<file path="src/rtl/move_engine.sv">
// Othello move sequencer: checks the target cell, scans all eight rays,
// writes flipped discs in direction order and places the new disc last.
module move_engine (
    input  logic       clock,
    input  logic       reset,
    input  logic       start,
    input  logic [2:0] row,
    input  logic [2:0] col,
    input  logic       player,
    output logic [5:0] rd_addr,
    input  logic [1:0] rd_data,
    output logic       wr_en,
    output logic [5:0] wr_addr,
    output logic [1:0] wr_data,
    output logic       busy,
    output logic       done,
    output logic       valid,
    output logic [4:0] flips
);

    typedef enum logic [3:0] {
        IDLE, RD_ORG, CHK_ORG, DIR_INIT, SCAN_RD,
        SCAN_EVAL, FLIP, NEXT_DIR, PLACE, DONE
    } state_t;

    state_t     state, state_next;
    logic [2:0] org_r, org_c, cur_r, cur_c;
    logic [2:0] dir, cnt;
    logic       ply;
    logic [4:0] total;
    logic       valid_r;
    logic [4:0] flips_r;

    logic [1:0] own, opp;
    logic [3:0] dr, dc;
    logic [3:0] org_nr, org_nc, cur_nr, cur_nc;
    logic       org_out, cur_out, is_opp, is_own;

    assign own = ply ? 2'b10 : 2'b01;
    assign opp = ply ? 2'b01 : 2'b10;

    // Steps are 4-bit two's complement; -1 and 8 both set bit 3, so bit 3 flags off-board.
    always_comb begin
        dr = 4'b0000;
        dc = 4'b0000;
        unique case (dir)
            3'd0: begin dr = 4'b1111; dc = 4'b0000; end
            3'd1: begin dr = 4'b1111; dc = 4'b0001; end
            3'd2: begin dr = 4'b0000; dc = 4'b0001; end
            3'd3: begin dr = 4'b0001; dc = 4'b0001; end
            3'd4: begin dr = 4'b0001; dc = 4'b0000; end
            3'd5: begin dr = 4'b0001; dc = 4'b1111; end
            3'd6: begin dr = 4'b0000; dc = 4'b1111; end
            3'd7: begin dr = 4'b1111; dc = 4'b1111; end
            default: begin dr = 4'b0000; dc = 4'b0000; end
        endcase
    end

    assign org_nr  = {1'b0, org_r} + dr;
    assign org_nc  = {1'b0, org_c} + dc;
    assign cur_nr  = {1'b0, cur_r} + dr;
    assign cur_nc  = {1'b0, cur_c} + dc;
    assign org_out = org_nr[3] | org_nc[3];
    assign cur_out = cur_nr[3] | cur_nc[3];
    assign is_opp  = (rd_data == opp);
    assign is_own  = (rd_data == own);

    always_ff @(posedge clock) begin
        if (!reset) state <= IDLE;
        else        state <= state_next;
    end

    always_comb begin
        state_next = state;
        unique case (state)
            IDLE:      if (start) state_next = RD_ORG;
            RD_ORG:    state_next = CHK_ORG;
            CHK_ORG:   state_next = (rd_data != 2'b00) ? DONE : DIR_INIT;
            DIR_INIT:  state_next = org_out ? NEXT_DIR : SCAN_RD;
            SCAN_RD:   state_next = SCAN_EVAL;
            SCAN_EVAL: begin
                if (is_opp)                   state_next = cur_out ? NEXT_DIR : SCAN_RD;
                else if (is_own && cnt != '0) state_next = FLIP;
                else                          state_next = NEXT_DIR;
            end
            FLIP:      state_next = (cnt == 3'd1) ? NEXT_DIR : FLIP;
            NEXT_DIR: begin
                if (dir == 3'd7) state_next = (total != '0) ? PLACE : DONE;
                else             state_next = DIR_INIT;
            end
            PLACE:     state_next = DONE;
            DONE:      state_next = IDLE;
            default:   state_next = IDLE;
        endcase
    end

    always_ff @(posedge clock) begin
        if (!reset) begin
            org_r   <= '0;
            org_c   <= '0;
            cur_r   <= '0;
            cur_c   <= '0;
            dir     <= '0;
            cnt     <= '0;
            ply     <= 1'b0;
            total   <= '0;
            valid_r <= 1'b0;
            flips_r <= '0;
        end else begin
            unique case (state)
                IDLE: begin
                    if (start) begin
                        org_r <= row;
                        org_c <= col;
                        ply   <= player;
                        total <= '0;
                        dir   <= '0;
                    end
                end
                DIR_INIT: begin
                    cnt   <= '0;
                    cur_r <= org_nr[2:0];
                    cur_c <= org_nc[2:0];
                end
                SCAN_EVAL: begin
                    if (is_opp) begin
                        cnt   <= cnt + 3'd1;
                        cur_r <= cur_nr[2:0];
                        cur_c <= cur_nc[2:0];
                    end else if (is_own && cnt != '0) begin
                        // Rewind to the nearest cell so flips go outward from the origin.
                        cur_r <= org_nr[2:0];
                        cur_c <= org_nc[2:0];
                    end
                end
                FLIP: begin
                    cur_r <= cur_nr[2:0];
                    cur_c <= cur_nc[2:0];
                    cnt   <= cnt - 3'd1;
                    total <= total + 5'd1;
                end
                NEXT_DIR: begin
                    if (dir != 3'd7) dir <= dir + 3'd1;
                end
                default: ;
            endcase
            if (state != DONE && state_next == DONE) begin
                valid_r <= (state == PLACE);
                flips_r <= total;
            end
        end
    end

    assign busy    = (state != IDLE);
    assign done    = (state == DONE);
    assign valid   = valid_r;
    assign flips   = flips_r;
    assign rd_addr = (state == SCAN_RD) ? {cur_r, cur_c} : {org_r, org_c};
    assign wr_en   = reset && (state == FLIP || state == PLACE);
    assign wr_addr = (state == FLIP)  ? {cur_r, cur_c} :
                     (state == PLACE) ? {org_r, org_c} : '0;
    assign wr_data = (state == FLIP || state == PLACE) ? own : '0;

endmodule
</file>
<file path="config.mk">
export PLATFORM = sky130hd
export DESIGN_NAME = move_engine
export DESIGN_NICKNAME = d
export VERILOG_FILES = /design/src/rtl/move_engine.sv
export SDC_FILE = /design/constraint.sdc
export NUM_CORES = 1
export LEC_CHECK = 0
export CAP_MARGIN = 10
export CORE_UTILIZATION = 55
export CTS_CLUSTER_DIAMETER = 30
export CTS_CLUSTER_SIZE = 14
export DETAILED_ROUTE_END_ITERATION = 12
export PLACE_DENSITY = 0.8
export SYNTH_ARGS = -nofsm -noshare
export SYNTH_HDL_FRONTEND = slang
export SYNTH_SLANG_ARGS = --single-unit
export TNS_END_PERCENT = 20
</file>
<file path="constraint.sdc">
create_clock -name clock -period 2.8 [get_ports clock]
set_clock_uncertainty 0.1 [all_clocks]
set_input_delay 0.42 -clock clock [delete_from_list [all_inputs] [get_ports clock]]
set_output_delay 0.42 -clock clock [all_outputs]
set_load 0.05 [all_outputs]
</file>
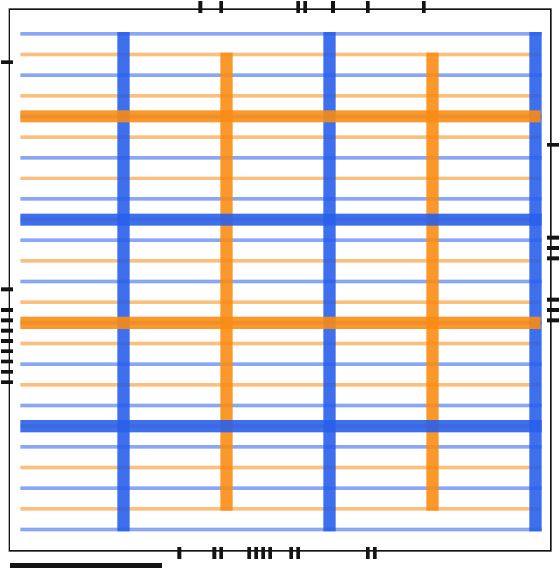
Fig. 1. Supply network.
The bar under the picture is 20 um long. Pins as bars on the die edge.
net	colour
VDD	orange
VSS	blue
signal pins	35
met4 straps	5

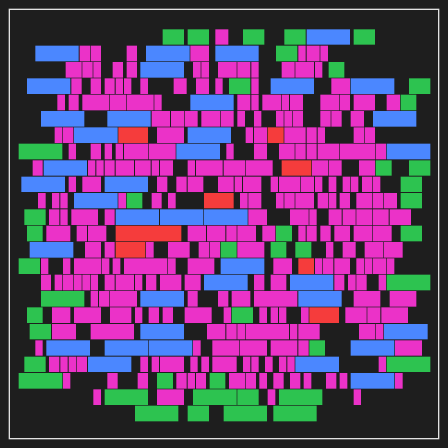
Fig. 2. Placement by cell class.
class	colour	cells
flip-flops	blue	38
other buffers and delay cells	green	43
clock drivers and dummy loads	red	8
all other logic	magenta	280
FP Rows: 24
Core ar.: 4470 um^2
proportion of cell area occupied by registers: 23.6%
Post-Layout Inst Area: 3220 um^2

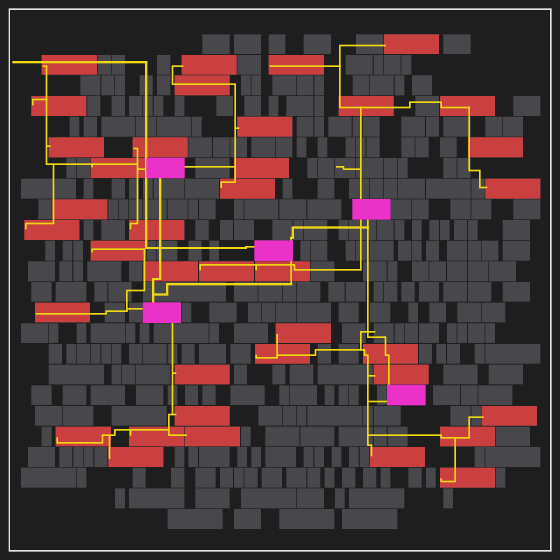
Fig. 3. Clock distribution.
[clock wires] yellow | length: 498 um
[cells driving clock nets] magenta | count: 5
[flip-flops] red | count: 38
routed clock nets	6

==> flow_summary_export.csv <==
group,metric,value,unit
status,status,"complete, but fails checks",
status,violations,"DRC",
cts,clock_latency,0.30,ns
synthesis,ys.flop_type,"dfxtp_1",
final_timing,setup_viol,0,
place,port_buffers,34,
hold_path,hp-start,"org_r[1]$_SDFFE_PN0P_",
hold_path,min_to,"org_r[1]$_SDFFE_PN0P_",
place,post-place-ws,0.291,ns
synthesis,syn_inst,336,
setup_path,crit_start,"state[3]$_SDFF_PN0_",
floorplan,dieWidth,71.1,um
final_timing,max_slew_margin,66.7,%
route,drc,2,
synthesis,async_flop_share,0,%
cts,postCtsSetupBuffers,0,
floorplan,pin_count,35,
grt,first_global_vias,2378,
synthesis,yosys_cells,336,
setup_path,cp-end-kind,"output pin",
grt,grt_max_degree,22,
cts,clk_path_buf_depth,2,
cts,clock-root-buffer,"clkbuf_8",
synthesis,netlist_area,2630,um^2
layout,layout_top_cell,"nand2_1",
cts,cts_num_sinks,38,
power,p_per_area,465,nW/um^2
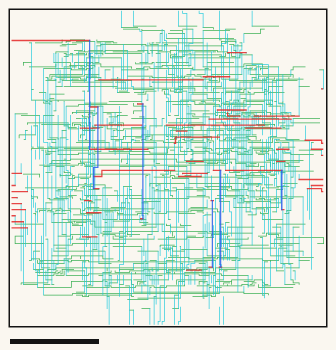
Fig. 4. Metal layers overlaid.
The bar under the picture is 20 um long.
layer	colour	wire length
met4	blue	115 um
met3	red	269 um
met1	green	3070 um
met2	cyan	3170 um
Routed WL: 6.62 mm
gr usage total: 28.1%

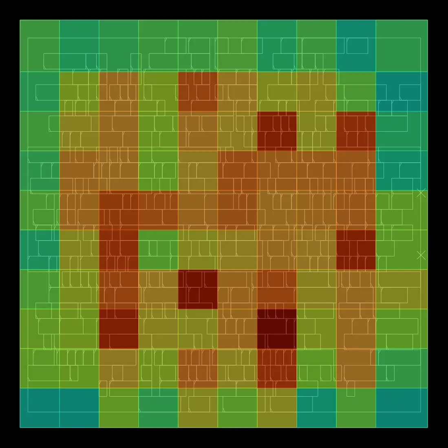
Fig. 5. Routing congestion.
final design utilization: 71.9%
met1 Resource Use GR: 37.0%
busiest layer in global routing: met2
Global Route met2 Usage: 45.3%
grt met3 use: 5.13%

-- metal layers --
metal / global-route usage [%] / up-vias / routed length, um
li1: - / 1223 / -
met1: 37.0 / 1189 / 3070
met2: 45.3 / 72 / 3170
met3: 5.13 / 13 / 268
met4: 12.2 / 0 / 115
met5: 0 / - / 0
-- power by group --
group          leakage (nW)  internal (mW)  switching, mW
combinational          1.02          0.162          0.258
clock                0.0504          0.265          0.210
sequential            0.308          0.563         0.0373
total                  1.38          0.990          0.505
-- worst max-delay path, delay by kind of cell, from the launching register on --
kind / cells / cell delay, ns
flip-flops: 1 / 0.42
AND-OR/OR-AND: 1 / 0.24
buffers and inverters: 2 / 0.39
AND/OR/NAND/NOR: 4 / 0.73
-- final cells by class --
| cell class | count | area, um^2 | area share (%) |
|---|---|---|---|
| Sequential cell | 38 | 761 | 23.6 |
| Timing Repair Buffer | 43 | 508 | 15.8 |
| Multi-Input combinational cell | 257 | 1680 | 52.3 |
| Clock buffer | 5 | 68.8 | 2.14 |
| Tap cell | 52 | 65.1 | 2.02 |
| Inverter | 23 | 86.3 | 2.68 |
| Clock inverter | 3 | 45.0 | 1.40 |
-- Yosys cell counts, types with 2 or more instances --
library cell | number | share of area [%]
a22oi_1 | 4 | 1.1
inv_1 | 21 | 3.0
nor4_1 | 5 | 1.2
nand3_1 | 5 | 0.95
a21oi_1 | 37 | 7.0
buf_6 | 3 | 1.3
nor3_1 | 7 | 1.3
nor2b_1 | 3 | 0.71
a211oi_1 | 2 | 0.57
nand2_1 | 44 | 6.3
o21ai_0 | 18 | 3.4
a21o_1 | 5 | 1.4
nor2_1 | 34 | 4.9
a211o_1 | 6 | 2.0
nand2b_1 | 6 | 1.4
o211ai_1 | 2 | 0.57
fa_1 | 4 | 3.0
ha_1 | 20 | 9.5
xnor2_1 | 8 | 2.7
and3_1 | 6 | 1.4
mux2_2 | 5 | 2.1
dfxtp_1 | 38 | 29
buf_2 | 9 | 1.7
mux2i_1 | 5 | 1.9
inv_2 | 2 | 0.29
xor2_1 | 4 | 1.3
clkbuf_1 | 5 | 0.71
and2_1 | 3 | 0.71
-- state kept, by name, summed over array words and instances, names as in the netlist --
| name | cells |
|---|---|
| cur_r | 3 |
| state | 4 |
| cnt | 3 |
| dir | 3 |
| dc | 2 |
| org_r | 3 |
| org_c | 3 |
| cur_c | 3 |
| dr | 2 |
| ply | 1 |
| total | 5 |
| valid | 1 |
| flips | 5 |
-- through the flow --
stage	instance area, um^2	cells
2_1_floorplan	2630	336
3_3_place_gp	3100	413
3_5_place_dp	3100	413
4_1_cts	3210	421
5_1_grt	3220	421
6_report	3220	421
-- cells by family after synthesis --
group	after synthesis	synth area share [%]
xor+xnor	12	4.00
mux	10	4.05
fa+ha+maj	24	12.6
compound gates	87	20.7
buf+inv	41	7.28
flops	38	28.9
simple gates	124	22.5
Power is estimated from default activity; no workload was simulated.
